### config.mk
export PLATFORM = sky130hd
export DESIGN_NAME = regfile_write_arbiter
export DESIGN_NICKNAME = d
export VERILOG_FILES = /design/src/rtl/regfile_pkg.sv /design/src/rtl/rr_arbiter.sv /design/src/rtl/regfile_write_arbiter.sv
export SDC_FILE = /design/constraint.sdc
export NUM_CORES = 1
export LEC_CHECK = 0
export CAP_MARGIN = 20
export CORE_AREA = 3 3 165 167
export CTS_CLUSTER_DIAMETER = 30
export DETAILED_ROUTE_END_ITERATION = 16
export DIE_AREA = 0 0 168 170
export PLACE_DENSITY = 0.77
export SLEW_MARGIN = 20
export SYNTH_ARGS = -nofsm -noshare
export SYNTH_HDL_FRONTEND = slang
export SYNTH_SLANG_ARGS = --single-unit
### constraint.sdc
create_clock -name clk -period 4.4 [get_ports clk]
set_input_delay 0.88 -clock clk [delete_from_list [all_inputs] [get_ports clk]]
set_output_delay 0.88 -clock clk [all_outputs]
set_load 0.02 [all_outputs]
### src/rtl/regfile_pkg.sv
// Shared constants and helpers for the register-file write path.
package regfile_pkg;

    localparam int AW    = 6;
    localparam int NREGS = 2 ** AW;
    localparam int DW    = 64;

    // Decode a register address into a one-hot write-enable vector.
    function automatic logic [NREGS-1:0] onehot64(input logic [AW-1:0] addr);
        logic [NREGS-1:0] one;
        one = {{(NREGS - 1){1'b0}}, 1'b1};
        return one << addr;
    endfunction

endpackage

### src/rtl/rr_arbiter.sv
// Round-robin arbiter: picks the first requesting index at or after ptr
// (wrapping modulo NREQ) and advances ptr past the winner.
module rr_arbiter #(
    parameter int NREQ = 4,
    localparam int IW  = (NREQ > 1) ? $clog2(NREQ) : 1
) (
    input  logic            clk,
    input  logic            rst,
    input  logic            en,
    input  logic [NREQ-1:0] req,
    output logic [NREQ-1:0] grant,
    output logic [IW-1:0]   grant_idx,
    output logic            grant_any
);

    logic [IW-1:0] ptr_q;
    logic [IW-1:0] ptr_d;
    logic [IW-1:0] sel;
    int            idx;

    // Scan from ptr upward with wraparound; the first requester seen wins.
    always_comb begin
        grant     = '0;
        grant_idx = '0;
        grant_any = 1'b0;
        idx       = 0;
        sel       = '0;
        for (int k = 0; k < NREQ; k++) begin
            idx = int'(ptr_q) + k;
            if (idx >= NREQ) begin
                idx = idx - NREQ;
            end
            sel = idx[IW-1:0];
            if (en && !grant_any && req[sel]) begin
                grant_any  = 1'b1;
                grant[sel] = 1'b1;
                grant_idx  = sel;
            end
        end
    end

    // Pointer moves to the index just after the winner; otherwise it holds.
    always_comb begin
        ptr_d = ptr_q;
        if (grant_any) begin
            if (grant_idx == IW'(NREQ - 1)) begin
                ptr_d = '0;
            end else begin
                ptr_d = grant_idx + 1'b1;
            end
        end
    end

    // Pointer register, cleared by reset.
    always_ff @(posedge clk) begin
        if (rst) begin
            ptr_q <= '0;
        end else begin
            ptr_q <= ptr_d;
        end
    end

endmodule

### src/rtl/regfile_write_arbiter.sv
// Shares the single register-file write port among NREQ requesters.
// One grant per cycle, round-robin; the winning write is registered and
// presented for one non-stalled cycle with a one-hot write-enable vector.
module regfile_write_arbiter
    import regfile_pkg::*;
#(
    parameter int NREQ         = 4,
    parameter int DW           = 64,
    parameter int AW           = 6,
    parameter int ZERO_PROTECT = 1,
    localparam int IW          = (NREQ > 1) ? $clog2(NREQ) : 1
) (
    input  logic               clk,
    input  logic               rst,
    input  logic [NREQ-1:0]    req_valid,
    input  logic [NREQ*AW-1:0] req_addr,
    input  logic [NREQ*DW-1:0] req_data,
    output logic [NREQ-1:0]    req_ready,
    input  logic               wr_stall,
    output logic               wr_valid,
    output logic [AW-1:0]      wr_addr,
    output logic [DW-1:0]      wr_data,
    output logic [63:0]        wr_en,
    output logic [IW-1:0]      grant_id
);

    logic [AW-1:0]   addr_arr [NREQ];
    logic [DW-1:0]   data_arr [NREQ];

    logic            arb_en;
    logic [NREQ-1:0] grant;
    logic [IW-1:0]   grant_idx;
    logic            grant_any;

    logic [AW-1:0]   sel_addr;
    logic [DW-1:0]   sel_data;
    logic [63:0]     sel_en;

    logic            wr_valid_q, wr_valid_d;
    logic [AW-1:0]   wr_addr_q,  wr_addr_d;
    logic [DW-1:0]   wr_data_q,  wr_data_d;
    logic [63:0]     wr_en_q,    wr_en_d;
    logic [IW-1:0]   grant_id_q, grant_id_d;

    // Unpack the flat request buses into per-requester lanes.
    generate
        for (genvar gi = 0; gi < NREQ; gi++) begin : g_unpack
            assign addr_arr[gi] = req_addr[gi*AW +: AW];
            assign data_arr[gi] = req_data[gi*DW +: DW];
        end
    endgenerate

    // No grants while in reset or while the register file is stalled.
    assign arb_en    = !rst && !wr_stall;
    assign req_ready = grant;

    rr_arbiter #(
        .NREQ (NREQ)
    ) u_arb (
        .clk       (clk),
        .rst       (rst),
        .en        (arb_en),
        .req       (req_valid),
        .grant     (grant),
        .grant_idx (grant_idx),
        .grant_any (grant_any)
    );

    assign sel_addr = addr_arr[grant_idx];
    assign sel_data = data_arr[grant_idx];

    // Address decode; address 0 optionally produces no enable at all.
    always_comb begin
        sel_en = regfile_pkg::onehot64(sel_addr);
        if ((ZERO_PROTECT != 0) && (sel_addr == '0)) begin
            sel_en = '0;
        end
    end

    // Output-stage next state: load on transfer, retire otherwise, freeze on stall.
    always_comb begin
        wr_valid_d = wr_valid_q;
        wr_addr_d  = wr_addr_q;
        wr_data_d  = wr_data_q;
        wr_en_d    = wr_en_q;
        grant_id_d = grant_id_q;
        if (!wr_stall) begin
            if (grant_any) begin
                wr_valid_d = 1'b1;
                wr_addr_d  = sel_addr;
                wr_data_d  = sel_data;
                wr_en_d    = sel_en;
                grant_id_d = grant_idx;
            end else begin
                wr_valid_d = 1'b0;
                wr_en_d    = '0;
            end
        end
    end

    // Output registers; reset discards any presented write.
    always_ff @(posedge clk) begin
        if (rst) begin
            wr_valid_q <= 1'b0;
            wr_addr_q  <= '0;
            wr_data_q  <= '0;
            wr_en_q    <= '0;
            grant_id_q <= '0;
        end else begin
            wr_valid_q <= wr_valid_d;
            wr_addr_q  <= wr_addr_d;
            wr_data_q  <= wr_data_d;
            wr_en_q    <= wr_en_d;
            grant_id_q <= grant_id_d;
        end
    end

    assign wr_valid = wr_valid_q;
    assign wr_addr  = wr_addr_q;
    assign wr_data  = wr_data_q;
    assign wr_en    = wr_en_q;
    assign grant_id = grant_id_q;

endmodule

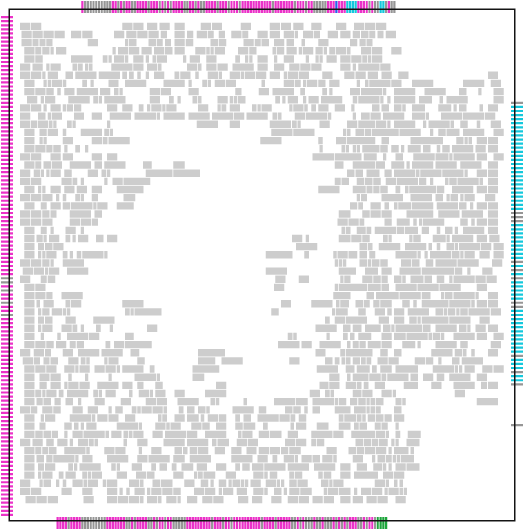
pins.png
(3 px per um) Pins as bars across the die edge, other pins in grey.
| colour | port | pins | direction | edge |
|---|---|---|---|---|
| cyan | wr_en | 64 | output | 58 east, 6 north |
| blue | wr_valid | 1 | output | north |
| magenta | req_data | 256 | input | 118 west, 71 south, 67 north |
| green | req_ready | 4 | output | south |
all pins by edge: 123 west, 120 south, 114 north, 71 east

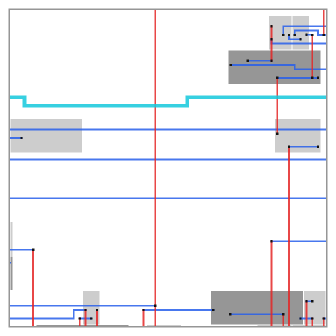
zoom.png
Window x 72 to 97, y 38 to 63 um. Cells in grey, sequential cells in the stronger grey; small squares are vias.
| colour | layer |
|---|---|
| blue | met1 |
| cyan | met3 |
| red | met2 |
netlist names of flops here include: wr_addr (1), wr_data (1)
sequential cells in the window: 2
most frequent: nand2_1 (2), dfxtp_1 (2)
cells with their middle in the window: 7

==> flow_metrics.tcl <==
# metrics dict for downstream scripts
set metrics [dict create \
    crit_slowest_cell "clkdlybuf4s50_1" \
    critical_path_depth 8 \
    clockRootBuffer "clkbuf_16" \
    antenna_found_initial 4 \
    buffer_area_frac 0.346 \
    finalClockSkew_ps 10.9 \
    dr_total_vias 9208 \
    ctsHoldBuffers 0 \
    clock_area_frac 0.0471 \
    holdPathEnd "wr_en[17]$_SDFFE_PP0N_" \
    fp_util 0.315 \
    hpwl_um 23600 \
    crit_buf_inv 3 \
    tap_cells 335 \
    stdcell_area_mm2 0.0133 \
    holdWs_ps 453 \
    critPathMaxFanout 11 \
    internal_power_mw 2.73 \
    largestClassByArea "logic gates" \
    area.sequential_mm2 0.00278 \
    num_rows 59 \
    ctsResizeCount 0 \
    setup_slack_ps 189 \
    period_needed_ps 4210 \
    postRouteAntennaNets 0 \
    max_freq_ghz 0.237 \
    vdd_drop_max_mv 0.204 \
    die_h_um 170 \
    cp_data_arrival_time_ps 3330 \
    drc_errors 0 \
    cpPeakStageDelay_ps 600 \
    rr_worst_depth 9 \
    layout-drive-gt1-share 0.0980 \
    areaGrowthSynthToFinish_pct 62.5 \
    core_area_mm2 0.0259 \
    flops 139 \
    die-width_um 168 \
    rr_endpoint "wr_en[39]$_SDFFE_PP0N_" \
    grt_pass1_wl_um 47600 \
    gr-usage-all-layers 0.206 \
    switching_power_mw 1.23 \
    ys_seq_share 0.341 \
    final_cell_count_no_fill 1724 \
    diodes 1 \
    avgRoutedWirePerCell_um 18.4 \
    syn_area_per_cell_um2 8.15 \
    seq-power_mw 1.35 \
    rsz0062_at_grt "no" \
    rr_startpoint "u_arb.ptr_q[1]$_SDFFE_PP0P_" \
    clkTransAtPathRegs_ps 70 \
    min_from "wr_en[17]$_SDFFE_PP0N_" \
    fin_util 0.512 \
    grt_max_degree 76 \
    status "complete, no violations" \
    seqPwrFrac 0.341 \
    syn_nets 1292 \
    setup.worst_path.start_class "register" \
    inv_count 7 \
    p_clk_frac 0.385 \
    wirelength_um 31700 \
    multiInputGateArea_mm2 0.00481 \
    cts.path.max_buffers 2 \
    maxCapViolCount 0 \
    timing.critical_path.cells "inv_1 > ha_1 > mux4_2 > a2111oi_0 > buf_4 > a222oi_1 > nand2_1 > clkdlybuf4s50_1" \
    finalHoldViolCount 0 \
    grt_pass1_vias 8701 \
    r2r_slack_ps 840 \
    combPwrFrac 0.274 \
    cp-end-kind "primary output" \
    crit_path_start "u_arb.ptr_q[1]$_SDFFE_PP0P_" \
    warnings 29 \
    ios 428 \
    num-nonclk-buffers 460 \
    cts_tree "built" \
    hold_path_depth 2 \
    nClkBuffers 17 \
    clk_latency_ps 430 \
    synth_flops 139 \
    powerDensity_mw_per_mm2 298 \
    nets 1666 \
    final_common_cell "clkdlybuf4s50_1" \
    worstMarginPinSlew_ps 894 \
    post-route-period-util 0.957 \
    grt-ovfl-total 0 \
    slew_headroom 0.404 \
    vias_per_cell 5.34 \
]
==> cells by family (layout without fill, tap and decap cells) <==
| family | count (synthesis) | count (layout) | share of synthesized area |
|---|---|---|---|
| and+or+nand+nor | 395 | 395 | 0.222 |
| adders and majority gates | 4 | 4 | 0.00614 |
| AOI/OAI and AO/OA | 325 | 325 | 0.320 |
| xor gates and xnor gates | 1 | 1 | 0.00107 |
| muxes | 25 | 25 | 0.0365 |
| other | 0 | 1 | 0 |
| DFF | 139 | 139 | 0.341 |
| buffers and inverters | 112 | 499 | 0.0732 |
==> metal layers <==
metal  GRT usage  vias up  part of all wire
li1            -     4426                 -
met1       0.241     4334              0.39
met2       0.371      392              0.51
met3      0.0518       52             0.071
met4      0.0669        4             0.027
met5           0        -           0.00085
==> sequential cells by signal, summed over array words and instances (netlist names) <==
name,count
wr_data,64
wr_en,64
wr_addr,6
grant_id,2
u_arb.ptr_q,2
wr_valid,1
==> synth_stat cells, types with 5 or more instances <==
library cell | instances | area share
nand2_1 | 271 | 0.12
dfxtp_1 | 139 | 0.34
a21oi_1 | 80 | 0.049
and3_1 | 59 | 0.045
a211oi_1 | 56 | 0.052
a311o_1 | 55 | 0.067
clkbuf_1 | 52 | 0.024
o31ai_1 | 48 | 0.044
buf_2 | 24 | 0.015
nor2_1 | 19 | 0.0087
mux2_2 | 18 | 0.025
o31ai_2 | 18 | 0.028
buf_4 | 17 | 0.016
a21o_1 | 15 | 0.014
a22oi_1 | 14 | 0.013
buf_6 | 11 | 0.015
nor3b_1 | 11 | 0.010
o21ai_0 | 8 | 0.0049
inv_1 | 7 | 0.0032
nand3_1 | 7 | 0.0043
mux2i_1 | 5 | 0.0061
